**Clock network drawn from the DEF**

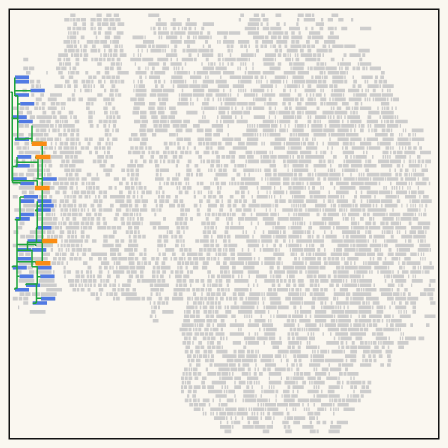
**Routing congestion**

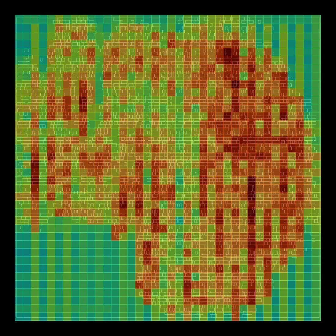
==> config.mk <==
export PLATFORM = sky130hd
export DESIGN_NAME = fp_mult
export DESIGN_NICKNAME = d
export VERILOG_FILES = /design/src/rtl/fp_mult.sv
export SDC_FILE = /design/constraint.sdc
export NUM_CORES = 2
export LEC_CHECK = 0
export CORE_MARGIN = 1
export CORE_UTILIZATION = 35
export DETAILED_ROUTE_END_ITERATION = 8
export PLACE_DENSITY = 0.53
export SLEW_MARGIN = 20
export SYNTH_ARGS = -nofsm -noshare
export SYNTH_HDL_FRONTEND = slang
export SYNTH_SLANG_ARGS = --single-unit
==> constraint.sdc <==
create_clock -name clk -period 1.9 [get_ports clk]
set_clock_uncertainty 0.1 [all_clocks]
set_input_delay 0.38 -clock clk [delete_from_list [all_inputs] [get_ports clk]]
set_output_delay 0.38 -clock clk [all_outputs]
set_load 0.005 [all_outputs]
==> flow_metrics.tcl <==
# yosys + openroad results
set metrics [dict create \
    routabilityCongestion 0.9340 \
    areaGrowthSynthToFinish_pct 41.63 \
    ys_sh_adder 0.5058 \
    worstMarginPinSlew_ps 766.3 \
    cts_max_level 2 \
    setup_viol 32 \
    status "complete, but fails checks" \
    ys.flops 33 \
    critPathLaunchType "input pin" \
    largest_register_ffs 32 \
    synth-edff-count 0 \
    die_h_um 263.0 \
    top_cell_area_share 0.4056 \
    inverters 607 \
    timing.fmax_mhz 115.4 \
    slowest_stage "fa_2" \
    top_logic_kind "adder cells" \
    top_cells_by_count "603 x inv_1, 483 x fa_1, 359 x nand2_1, 247 x and2_1, 191 x ha_1" \
    core-area_um2 67280 \
    initCoreUtil 0.3544 \
    top_cell "inv_1" \
    cpMostUsedCell "fa_1" \
    final_area_um2 33770 \
    grt_setup_unrepaired "yes" \
    maxCapViolCount 0 \
    drt_wl_total_um 82510 \
    dr_wl_met2_um 40850 \
    top_layer "met4" \
    warnings 30 \
    use_met3 0.01506 \
    violations "negative setup slack" \
    fp_nets 3551 \
    synth_area_per_cell_um2 8.485 \
    num_antenna_cells 0 \
    ff_latch_area_um2 825.8 \
    top_cells_by_area "fa_1 41%, ha_1 10%, inv_1 9.5%" \
    dp_cells 4216 \
    synth_cell_type_count 95 \
    ys.warnings.count 0 \
    clock_sinks 33 \
    nNetsFinal 4229 \
    path_delay_family "adder cells" \
    cts_buffers 5 \
    netlist_area_um2 23840 \
    met3_length_um 3351 \
    yosys_area_um2 23840 \
    largest_cell_class "multi-input combinational cells" \
    max_stage_delay_ps 610 \
    sh_seq_area 0.02446 \
    synthAoiAreaFrac 0.1031 \
    ctsHoldBuffers 0 \
    firstDrtPassIters 5 \
    dieArea_um2 69170 \
    num_rows 95 \
    grt_max_degree 34 \
    nonClkBufAreaFrac 0.2230 \
    hold_ws_ps 386.4 \
    clk_share 0.005744 \
    post_dp_cell_area_um2 30200 \
    critPathBufInv 8 \
    wl_per_cell_um 18.91 \
    crit_arrival_ps 8740 \
    path_clk_slew_ps 60 \
    ys_cells 2810 \
    min_period_ps 8665 \
    tns_ps -207360 \
    syn_inst 2810 \
    die_x_um 263.0 \
    combGateArea_um2 21820 \
    post-place-ws_ps -7693 \
    path_depth 34 \
    antenna_found_initial 0 \
    slew-limit-headroom 0.4827 \
    crit_type "in2reg" \
    grt_pass1_vias 23850 \
    async_flop_share 1.000 \
    ios 100 \
    comb_cells 2033 \
    timing.final.max_slew_violations 0 \
    globalRouteMet1Util 0.3083 \
    tap-cell-count 873 \
    cts_tree "done" \
    cts_resized 310 \
    r2r.worst_path.cells 1 \
    finalCritPeriodShare 4.560 \
    setup_slack_ps -6765 \
    via_per_inst 5.040 \
    sh_comb_area 0.6463 \
    synthFlopType "dfrtp_1" \
    io_buffers 99 \
    yosysTopAreaCell "fa_1" \
    wl_met1_um 34030 \
    dr_total_vias 21980 \
    postRouteAntennaNets 0 \
    worstPathMaxFanout 6 \
    grt_overflow 0 \
    end_kind "register" \
    finalHoldViolCount 0 \
    dr.first_iter.drc_count 1121 \
    simple_gate_share 0.2000 \
    root_buffer "clkbuf_16" \
    drive_gt1_frac 0.3287 \
    xor_area_frac 0.02960 \
    cts_buffer_depth 2 \
    drc 0 \
    rrSetupSlack_ps 950 \
    grt_pass1_wl_um 131400 \
    hp-class "in2async" \
    cp_data_required_time_ps 1980 \
    synth_seq_share 0.03464 \
    post-cts-setup-buffers 86 \
    hpwlAfterDp_um 66050 \
    flop-count 33 \
    clock_buffers 5 \
    met2_usage 0.4191 \
    fin_cells 4362 \
    synthMuxAreaShare 0.006403 \
]
Back to the opening pictures, 'clock network drawn from the DEF':
Key: blue = flip-flops [count 33]; green = clock wires [length 518 µm]; orange = clock drivers [count 5]
There are 6 routed clock nets.
Latency at later pin: 280 ps

Back to the opening pictures, 'routing congestion':
GR peak layer: met2
Core Util, Final: 0.5019
Total GRT Usage: 0.2396

## cells in the final DEF (no fill, tap or decap), types with 38 or more instances in the layout
| cell type | instances |
|---|---|
| nand2_1 | 333 |
| ha_1 | 166 |
| buf_4 | 580 |
| nor2_1 | 107 |
| and2_1 | 219 |
| clkdlybuf4s50_1 | 54 |
| buf_12 | 47 |
| xnor2_1 | 44 |
| o21ai_0 | 38 |
| a21oi_1 | 56 |
| inv_2 | 51 |
| inv_1 | 546 |
| buf_6 | 66 |
| fa_1 | 432 |
| fa_2 | 51 |
